`src/rtl/rvee_axi_arb.sv`:
```
// rvee_axi_arb: shares the single rvee AXI4-lite memory port between the
// fetch stage (requester 0) and rvee_mem (requester 1). Reads and writes are
// arbitrated on independent round-robin paths. Each path allows one
// outstanding transaction. All forwarding muxes are driven from the
// registered grant and state.
module rvee_axi_arb #(
  parameter int AWIDTH = 32,
  parameter int DWIDTH = 32
) (
  input  logic                      clk,
  input  logic                      rst,
  // requester read address / data
  input  logic [1:0]                s_arvalid,
  output logic [1:0]                s_arready,
  input  logic [2*AWIDTH-1:0]       s_araddr,
  input  logic [5:0]                s_arprot,
  output logic [1:0]                s_rvalid,
  input  logic [1:0]                s_rready,
  output logic [DWIDTH-1:0]         s_rdata,
  output logic [1:0]                s_rresp,
  // requester write address / data / response
  input  logic [1:0]                s_awvalid,
  output logic [1:0]                s_awready,
  input  logic [2*AWIDTH-1:0]       s_awaddr,
  input  logic [5:0]                s_awprot,
  input  logic [1:0]                s_wvalid,
  output logic [1:0]                s_wready,
  input  logic [2*DWIDTH-1:0]       s_wdata,
  input  logic [2*(DWIDTH/8)-1:0]   s_wstrb,
  output logic [1:0]                s_bvalid,
  input  logic [1:0]                s_bready,
  output logic [1:0]                s_bresp,
  // master read
  output logic                      m_arvalid,
  input  logic                      m_arready,
  output logic [AWIDTH-1:0]         m_araddr,
  output logic [2:0]                m_arprot,
  input  logic                      m_rvalid,
  output logic                      m_rready,
  input  logic [DWIDTH-1:0]         m_rdata,
  input  logic [1:0]                m_rresp,
  // master write
  output logic                      m_awvalid,
  input  logic                      m_awready,
  output logic [AWIDTH-1:0]         m_awaddr,
  output logic [2:0]                m_awprot,
  output logic                      m_wvalid,
  input  logic                      m_wready,
  output logic [DWIDTH-1:0]         m_wdata,
  output logic [DWIDTH/8-1:0]       m_wstrb,
  input  logic                      m_bvalid,
  output logic                      m_bready,
  input  logic [1:0]                m_bresp
);

  localparam int SWIDTH = DWIDTH / 8;

  typedef enum logic [1:0] {R_IDLE, R_ADDR, R_DATA} rd_state_t;
  typedef enum logic [1:0] {W_IDLE, W_XFER, W_RESP} wr_state_t;

  rd_state_t r_rd_state;
  logic      r_rd_gnt;
  logic      r_last_r;

  wr_state_t r_wr_state;
  logic      r_wr_gnt;
  logic      r_last_w;
  logic      r_aw_done;
  logic      r_w_done;

  logic [1:0] w_wr_req;
  logic       w_rd_pick;
  logic       w_wr_pick;
  logic       w_rd_addr_ph;
  logic       w_rd_data_ph;
  logic       w_wr_xfer_ph;
  logic       w_wr_resp_ph;
  logic       w_aw_open;
  logic       w_w_open;
  logic       w_ar_fire;
  logic       w_r_fire;
  logic       w_aw_fire;
  logic       w_w_fire;
  logic       w_b_fire;
  logic       w_aw_all;
  logic       w_w_all;

  // Round-robin pick: on contention the requester that did not win last time
  // goes first, otherwise the lone requester wins.
  assign w_rd_pick = (&s_arvalid) ? ~r_last_r : s_arvalid[1];
  assign w_wr_req  = s_awvalid | s_wvalid;
  assign w_wr_pick = (&w_wr_req) ? ~r_last_w : w_wr_req[1];

  assign w_rd_addr_ph = (r_rd_state == R_ADDR);
  assign w_rd_data_ph = (r_rd_state == R_DATA);
  assign w_wr_xfer_ph = (r_wr_state == W_XFER);
  assign w_wr_resp_ph = (r_wr_state == W_RESP);

  // An AW or W channel stays open only until its own master handshake.
  assign w_aw_open = w_wr_xfer_ph & ~r_aw_done;
  assign w_w_open  = w_wr_xfer_ph & ~r_w_done;

  // Master-side forwarding from the granted requester
  assign m_arvalid = w_rd_addr_ph & s_arvalid[r_rd_gnt];
  assign m_araddr  = r_rd_gnt ? s_araddr[AWIDTH +: AWIDTH] : s_araddr[0 +: AWIDTH];
  assign m_arprot  = r_rd_gnt ? s_arprot[5:3] : s_arprot[2:0];
  assign m_rready  = w_rd_data_ph & s_rready[r_rd_gnt];

  assign m_awvalid = w_aw_open & s_awvalid[r_wr_gnt];
  assign m_awaddr  = r_wr_gnt ? s_awaddr[AWIDTH +: AWIDTH] : s_awaddr[0 +: AWIDTH];
  assign m_awprot  = r_wr_gnt ? s_awprot[5:3] : s_awprot[2:0];
  assign m_wvalid  = w_w_open & s_wvalid[r_wr_gnt];
  assign m_wdata   = r_wr_gnt ? s_wdata[DWIDTH +: DWIDTH] : s_wdata[0 +: DWIDTH];
  assign m_wstrb   = r_wr_gnt ? s_wstrb[SWIDTH +: SWIDTH] : s_wstrb[0 +: SWIDTH];
  assign m_bready  = w_wr_resp_ph & s_bready[r_wr_gnt];

  // Response payloads are shared; only the valid is steered.
  assign s_rdata = m_rdata;
  assign s_rresp = m_rresp;
  assign s_bresp = m_bresp;

  assign w_ar_fire = m_arvalid & m_arready;
  assign w_r_fire  = m_rvalid  & m_rready;
  assign w_aw_fire = m_awvalid & m_awready;
  assign w_w_fire  = m_wvalid  & m_wready;
  assign w_b_fire  = m_bvalid  & m_bready;
  assign w_aw_all  = r_aw_done | w_aw_fire;
  assign w_w_all   = r_w_done  | w_w_fire;

  // Per-requester ready/valid steering. The non-granted side sees all zeros.
  genvar gi;
  generate
    for (gi = 0; gi < 2; gi++) begin : g_req
      logic w_rd_sel;
      logic w_wr_sel;
      assign w_rd_sel      = (gi == 1) ? r_rd_gnt : ~r_rd_gnt;
      assign w_wr_sel      = (gi == 1) ? r_wr_gnt : ~r_wr_gnt;
      assign s_arready[gi] = w_rd_sel & w_rd_addr_ph & m_arready;
      assign s_rvalid[gi]  = w_rd_sel & w_rd_data_ph & m_rvalid;
      assign s_awready[gi] = w_wr_sel & w_aw_open & m_awready;
      assign s_wready[gi]  = w_wr_sel & w_w_open & m_wready;
      assign s_bvalid[gi]  = w_wr_sel & w_wr_resp_ph & m_bvalid;
    end
  endgenerate

  // Read path FSM: register the grant, forward one AR, then one R beat.
  // r_last_r resets to 1 so requester 0 wins the first contention.
  always_ff @(posedge clk or posedge rst) begin
    if (rst) begin
      r_rd_state <= R_IDLE;
      r_rd_gnt   <= 1'b0;
      r_last_r   <= 1'b1;
    end else begin
      case (r_rd_state)
        R_IDLE: begin
          if (|s_arvalid) begin
            r_rd_gnt   <= w_rd_pick;
            r_rd_state <= R_ADDR;
          end
        end
        R_ADDR: begin
          if (w_ar_fire) r_rd_state <= R_DATA;
        end
        R_DATA: begin
          if (w_r_fire) begin
            r_last_r   <= r_rd_gnt;
            r_rd_state <= R_IDLE;
          end
        end
        default: r_rd_state <= R_IDLE;
      endcase
    end
  end

  // Write path FSM: AW and W complete independently (either order or the
  // same cycle); then the single B beat is returned to the winner.
  always_ff @(posedge clk or posedge rst) begin
    if (rst) begin
      r_wr_state <= W_IDLE;
      r_wr_gnt   <= 1'b0;
      r_last_w   <= 1'b1;
      r_aw_done  <= 1'b0;
      r_w_done   <= 1'b0;
    end else begin
      case (r_wr_state)
        W_IDLE: begin
          if (|w_wr_req) begin
            r_wr_gnt   <= w_wr_pick;
            r_aw_done  <= 1'b0;
            r_w_done   <= 1'b0;
            r_wr_state <= W_XFER;
          end
        end
        W_XFER: begin
          if (w_aw_all && w_w_all) begin
            r_aw_done  <= 1'b0;
            r_w_done   <= 1'b0;
            r_wr_state <= W_RESP;
          end else begin
            r_aw_done <= w_aw_all;
            r_w_done  <= w_w_all;
          end
        end
        W_RESP: begin
          if (w_b_fire) begin
            r_last_w   <= r_wr_gnt;
            r_wr_state <= W_IDLE;
          end
        end
        default: r_wr_state <= W_IDLE;
      endcase
    end
  end

endmodule

```
`config.mk`:
```
export PLATFORM = sky130hd
export DESIGN_NAME = rvee_axi_arb
export DESIGN_NICKNAME = d
export VERILOG_FILES = /design/src/rtl/rvee_axi_arb.sv
export SDC_FILE = /design/constraint.sdc
export NUM_CORES = 1
export LEC_CHECK = 0
export ABC_AREA = 0
export CAP_MARGIN = 25
export CORE_AREA = 2 2 162 164
export DETAILED_ROUTE_END_ITERATION = 8
export DIE_AREA = 0 0 164 166
export SLEW_MARGIN = 10
export SYNTH_ARGS = -nofsm -noshare
export SYNTH_HDL_FRONTEND = slang
export SYNTH_SLANG_ARGS = --single-unit
export TNS_END_PERCENT = 5
```
`constraint.sdc`:
```
create_clock -name clk -period 1.78 [get_ports clk]
set_input_delay 0.267 -clock clk [delete_from_list [all_inputs] [get_ports clk]]
set_output_delay 0.267 -clock clk [all_outputs]
set_load 0.02 [all_outputs]
```
### Pin placement, run 1

(1.5 px per um) Pins as bars across the die edge, other pins in grey.
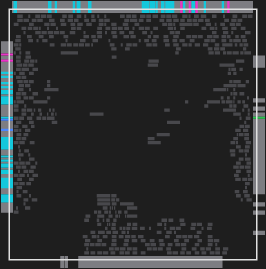
port	colour	pins	direction	edge
s_wdata	cyan	64	input	32 north, 32 west
m_awready	green	1	input	east
s_awprot	magenta	6	input	4 north, 2 west
s_bready	blue	2	input	west
all pins by edge	174 north, 108 south, 84 west, 56 east

### Placed cells, one colour a class, run 1

(2 px per um) Fill, decap, tap and diode cells in grey.
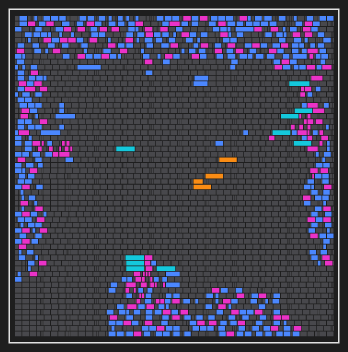
class	colour	cells	share of their area
clock drivers and dummy loads	orange	4	1.6%
flip-flops	cyan	10	4.6%
all other logic	magenta	166	29%
other buffers and delay cells	blue	388	64%

==> reports/metrics.cfg, run 1 <==
[synthesis]
ys_warn_count = 0
common_cells = mux2_2 (108), buf_4 (36), buf_2 (11)
synth_flop_count = 10
synth_top_cell_by_area = mux2_2
most_common_cell = mux2_2
top_area_share_pct = 55.5
syn-cell-area_mm2 = 0.00219
syn_nets = 492
postSynthSeqShare_pct = 11.5
yosysCellCount = 227
topCellsByArea = mux2_2 (56%), buf_4 (12%), dfrtp_1 (9.1%)
syn_area_per_cell_um2 = 9.65
ff_type = dfrtp_1
netlist_instances = 227

[final_timing]
slew_viol_final = 0
finalHoldViolCount = 0
relSlewSlack_pct = 61.9
fin_setup_tns_ps = -5300
hold_slack_ps = 379
rsz0062_at_grt = yes
post-route-min-period_ps = 1980
fin_ws_ps = -196
worst_slew_pin_slew_ps = 571
setup_viol = 61

[die]
pin_count = 422
fp_util_pct = 8.55
core_area_mm2 = 0.0256
die_w_um = 164
die_area_mm2 = 0.0272

[routing]
ant_nets = 0
wl_per_cell_um = 14.3
drt-total-wl_mm = 12.9
initialDrtViolationCount = 38
drt_first_pass_iters = 4
num_vias = 3010

[power]
power_frac_seq_pct = 6.8
leakagePower_nw = 2.48
swShare_pct = 43.2
power_frac_comb_pct = 86.4
power_switching_mw = 3.00
finalPower_mw = 6.94
power_density_mw_per_mm2 = 1140

[final_layout]
n_antenna_cell = 0
stdcell_area_mm2 = 0.00606
fin_cells = 903
fin_nets = 834
utilization_pct = 23.7
drive_above_1_share_pct = 46.7
areaGrowthSynthToFinish_pct = 177

[global_route]
antenna_found_initial = 0
grt_max_degree = 28
gr-total-overflow = 0
track_usage_pct = 9.00
grt_pass1_wl_mm = 18.9

[worst_hold_path]
hold_class = in2async

[clocking]
path_clk_slew_ps = 50
cts_max_path_buffers = 2
cts_max_level = 1
hold_buffers = 0
clock-sinks = 10

[placement]
dp_slack_ps = -252
place_inst = 887
hpwl_mm = 11.0
dpl_cell_area_mm2 = 0.00601
port_buffers = 349

[run_status]
violations = negative setup slack
status = finished with violations

[critical_path]
crit_fanout = 6
cpLargestDelayFamily = flip-flops
cp_data_arrival_time_ps = 1710
crit_path_top_delay_cell = dfrtp_4
cpMostUsedCell = buf_6
path_cells = buf_12 -> buf_16 -> buf_6 -> mux2_4 -> and2_4 -> buf_6
crit_required_ps = 1510
critPathKind = reg2out
cp_num_buf_inv = 4

[flow_run]
warnings = 29
maxCapViolations = 0

### Metal 2, run 1

(2 px per um) Cells faint in the background.
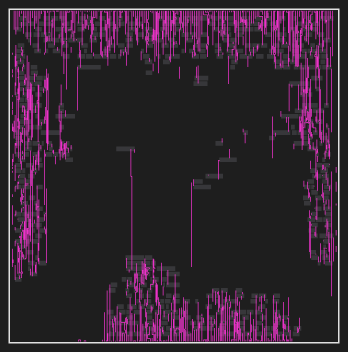
main direction	vertical
nets with wire on the layer	730
wire length on this layer	6440 um
longest straight run	62.2 um
share of all routed wire	50%

### Clock wires, drivers and flops, run 1

(3 px per um)
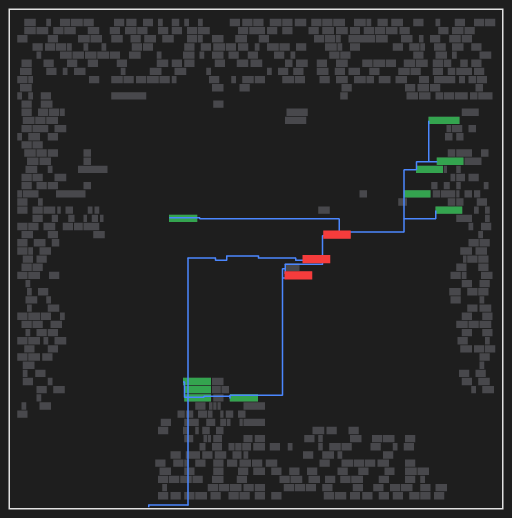
[cells driving clock nets] red | count: 3
[clock wires] blue | length: 402 um
[flip-flops] green | count: 10
routed clock nets	4
Clk power: 477 uW
Clock power frac: 6.9%
clk ins delay skew pair: 250 ps
clk_skew: 0.336 ps

## run 1: flip-flops by register name, summed over array words and instances, names as in the netlist
register        cells
r_w_done            1
r_rd_state          2
g_req.w_rd_sel      1
g_req.w_wr_sel      1
r_last_w            1
r_aw_done           1
r_wr_state          2
r_last_r            1
## run 1: worst reg2reg max path, delay by kind of cell, from the launching register on
family	cells	cell delay (ps)
AND-OR/OR-AND	3	530
buffers and inverters	2	300
flip-flops	1	520
multiplexers	1	290
## run 1: routing by layer
| layer | vias to the layer above | track usage [%] | part of all wire [%] |
|---|---|---|---|
| li1 | 1474 | - | - |
| met1 | 1382 | 10.8 | 41 |
| met2 | 146 | 16.0 | 50 |
| met3 | 8 | 2.32 | 7.7 |
| met4 | 0 | 2.02 | 1.0 |
| met5 | - | 0 | 0 |
## run 1: power groups by stage
stage                     registers, mW  clock network [mW]  logic (mW)
after global routing              0.492               0.503        6.36
after CTS                         0.466               0.493        5.74
after global placement            0.470                   0        5.88
after floorplan                   0.387                   0        3.23
final                             0.471               0.477        5.99
after detailed placement          0.470                   0        5.89
## run 1: layout make-up
| cell class | count | area (um2) |
|---|---|---|
| timing repair buffer | 388 | 3630 |
| fill | 2793 | 19600 |
| tap | 335 | 419 |
| sequential | 10 | 258 |
| inverter | 2 | 7.51 |
| multi-input combinational | 164 | 1660 |
| clock buffer | 4 | 88.8 |
## run 1: path summary, 6_finish.rpt
check                           slack [ps]  cells after the start                end              start
worst max-delay path                  -200                      6           m_bready  g_req[1].w_wr_sel
worst min-delay path                   380                      2          r_aw_done                rst
worst max register to register          20                      6      r_wr_state[1]  g_req[1].w_wr_sel
worst min register to register         500                      1      r_rd_state[0]      r_rd_state[1]
max in group asynchronous              980                      2  g_req[1].w_wr_sel                rst
min in group clk                       500                      1      r_rd_state[0]      r_rd_state[1]
## run 1: what timing repair did
item | 4_1_cts | 5_1_grt
resized | 365 | 89
cloned | 3 | 1
setup buffers | 4 | 4
pin swaps | 1 | 2
setup endpoints to repair | 119 | 115
## run 1: logic make-up after synthesis
kind of cell           share of synthesized area [%]
multiplexers                                    57.6
buffers and inverters                           16.2
AND/OR/NAND/NOR                                 9.60
AND-OR/OR-AND                                   5.08
flip-flops                                      11.5
## run 1: cells in the final DEF, fill, tap and decap left out, types with 2 or more instances in the layout
master,n
nor2_1,6
mux2_4,5
clkbuf_2,18
and3_1,3
a32o_1,3
buf_6,23
dlygate4sd2_1,5
dfstp_2,2
nand2_1,7
nor4b_2,2
clkdlybuf4s50_1,228
mux2i_2,3
dfrtp_1,6
inv_1,2
buf_12,5
buf_2,47
nor2b_2,2
mux2_2,104
clkbuf_16,4
nor3_1,2
buf_16,2
nor2b_1,5
clkdlybuf4s15_2,6
nand3_1,3
and4b_1,2
clkdlybuf4s15_1,21
buf_4,31
==> run 1 -> run 2 <==
Settings changed: CTS_CLUSTER_SIZE from default to 16.
==> run 2 against run 1 <==
Effect of this change: the flow still finishes with violations (negative setup slack); combinational power about the same; worst hold slack is the same; cell area is the same; global-route usage did not move; sequential power about the same; count of clock-buffer cells in the layout did not move; clock skew is the same; register-to-register slack is essentially flat; synthesized cell count did not move; fmax unchanged; die area did not move; cell count is the same; critical endpoint unchanged; largest power group unchanged; highest routed layer unchanged.
==> reports/metrics.cfg, run 2 <==
[final_layout]
areaGrowthSynthToFinish_pct = 177  ; unchanged
utilization_pct = 23.7  ; unchanged
top_regs = r_rd_state: 2 flops, r_wr_state: 2 flops
drive_above_1_share_pct = 46.7  ; unchanged
fin_nets = 834  ; unchanged
final_cell_mix = clkdlybuf4s50_1 (228), mux2_2 (104), buf_2 (47)

[global_route]
gr-total-overflow = 0  ; unchanged
antenna_found_initial = 0  ; unchanged
grt_max_degree = 28  ; unchanged
track_usage_pct = 9.00  ; unchanged

[die]
fp_util_pct = 8.55  ; unchanged
core_area_mm2 = 0.0256  ; unchanged
pin_count = 422  ; unchanged
die_area_mm2 = 0.0272  ; unchanged

[final_timing]
relSlewSlack_pct = 61.9  ; unchanged
post-route-min-period_ps = 1980  ; unchanged
worst_slew_pin_slew_ps = 571  ; unchanged
rsz0062_at_grt = yes
fin_ws_ps = -196  ; unchanged
skew_ps = 0.336  ; unchanged
setup_viol = 61  ; unchanged
finalHoldViolCount = 0  ; unchanged

[synthesis]
common_cells = mux2_2 (108), buf_4 (36), buf_2 (11)
syn-cell-area_mm2 = 0.00219  ; unchanged
ys_sh_adder_pct = 0  ; unchanged
yosysCellCount = 227  ; unchanged
synth_flop_count = 10  ; unchanged
mux_share_pct = 57.6  ; unchanged
synth-simple-area-share_pct = 9.59  ; unchanged
yosys.area_share.xor_xnor_pct = 0  ; unchanged
most_common_cell = mux2_2
synth_top_cell_by_area = mux2_2
synthAoiAreaFrac_pct = 5.08  ; unchanged
topCombFamilyByArea = multiplexers
top_area_share_pct = 55.5  ; unchanged
netlist_instances = 227  ; unchanged
ys_warn_count = 0  ; unchanged
postSynthSeqShare_pct = 11.5  ; unchanged
syn_nets = 492  ; unchanged
syn_area_per_cell_um2 = 9.65  ; unchanged
ff_type = dfrtp_1

[power]
swShare_pct = 43.2  ; unchanged
power_density_mw_per_mm2 = 1140  ; unchanged
leakagePower_nw = 2.48  ; unchanged
power_frac_comb_pct = 86.4  ; about the same
clkPwrFrac_pct = 6.9  ; about the same
finalPower_mw = 6.94  ; unchanged

[flow_run]
maxCapViolations = 0  ; unchanged
warnings = 29  ; unchanged

[clocking]
hold_buffers = 0  ; unchanged
clk_latency_ps = 250  ; about the same
path_clk_slew_ps = 50  ; about the same
cts_max_level = 1  ; unchanged

[routing]
initialDrtViolationCount = 38  ; unchanged
num_vias = 3010  ; unchanged
wl_per_cell_um = 14.3  ; unchanged
ant_nets = 0  ; unchanged
drt_first_pass_iters = 4  ; unchanged

[critical_path]
crit_required_ps = 1510  ; about the same
crit_fanout = 6  ; unchanged
critPathKind = reg2out
cp_data_arrival_time_ps = 1710  ; about the same

[placement]
hpwl_mm = 11.0  ; unchanged
port_buffers = 349  ; unchanged

[run_status]
status = finished with violations
violations = negative setup slack

[worst_hold_path]
hold_class = in2async

==> run 2: cell counts after synthesis <==
No cell type changed its count.
==> run 2: power by group through the flow <==
stage,clock [mW],sequential (mW),combinational (mW)
after floorplan,0,0.387,3.23
after global placement,0,0.470,5.88
after global routing,0.503,0.492,6.36
final,0.477,0.471,5.99
after detailed placement,0,0.470,5.89
after CTS,0.493,0.466,5.74
==> run 2: final cells by class <==
cell class	instances	area, um2
multi-input cells	164	1660
inverters	2	7.51
flip-flops and latches	10	258
repair buffers	388	3630
clock buffers	4	88.8
fillers	2793	19600
well taps	335	419
==> run 2: repair_timing <==
action | in CTS | in global routing
gates cloned | 3 | 1
pin swaps | 1 | 2
setup buffers | 4 | 4
endpoints found under the setup margin | 119 | 115
gates resized | 365 | 89
==> run 2: path summary, 6_finish.rpt <==
| path | start | to | slack, ps | depth (start not counted) |
|---|---|---|---|---|
| worst max-delay path | g_req[1].w_wr_sel | m_bready | -200 | 6 |
| worst min-delay path | rst | r_aw_done | 380 | 2 |
| worst max register to register | g_req[1].w_wr_sel | r_wr_state[1] | 20 | 6 |
| worst min register to register | r_rd_state[1] | r_rd_state[0] | 500 | 1 |
| max in group asynchronous | rst | g_req[1].w_wr_sel | 980 | 2 |
| min in group clk | r_rd_state[1] | r_rd_state[0] | 500 | 1 |
==> run 2: kinds of logic after synthesis <==
group                  after synthesis
AOI/OAI and AO/OA                   14
DFF                                 10
muxes                              112
buffers and inverters               53
and+or+nand+nor                     38
==> run 2: worst max-delay path, stage by stage (launching register included) <==
cell	delay, ps
dfrtp_4	520
buf_12	150
buf_16	120
buf_6	110
mux2_4	290
and2_4	140
buf_6	130
==> run 2: metal layers <==
metal	track usage, %	routed length, um
met1	10.8	5330
met2	16.0	6440
met3	2.32	994
met4	2.02	135
met5	0	0
==> run 2: stage by stage <==
stage / cell area (um2) / hold WS [ps] / worst slack, ps
6_report: 6060 / 379 / -196
5_1_grt: 6060 / 453 / -246
4_1_cts: 5940 / 398 / -258
3_5_place_dp: 6010 / 472 / -252
3_3_place_gp: 6010 / 470 / -229
2_1_floorplan: 2200 / 106 / -60.6
### Clock nets, run 2

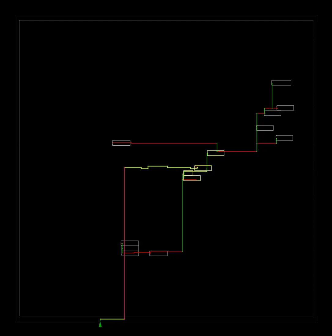
CTS Buf Count: 3
seq_cells: 10
TritonCTS Sinks: 10
clock buf count: 4

No activity file was given, so power comes from the tool's default toggle rates.
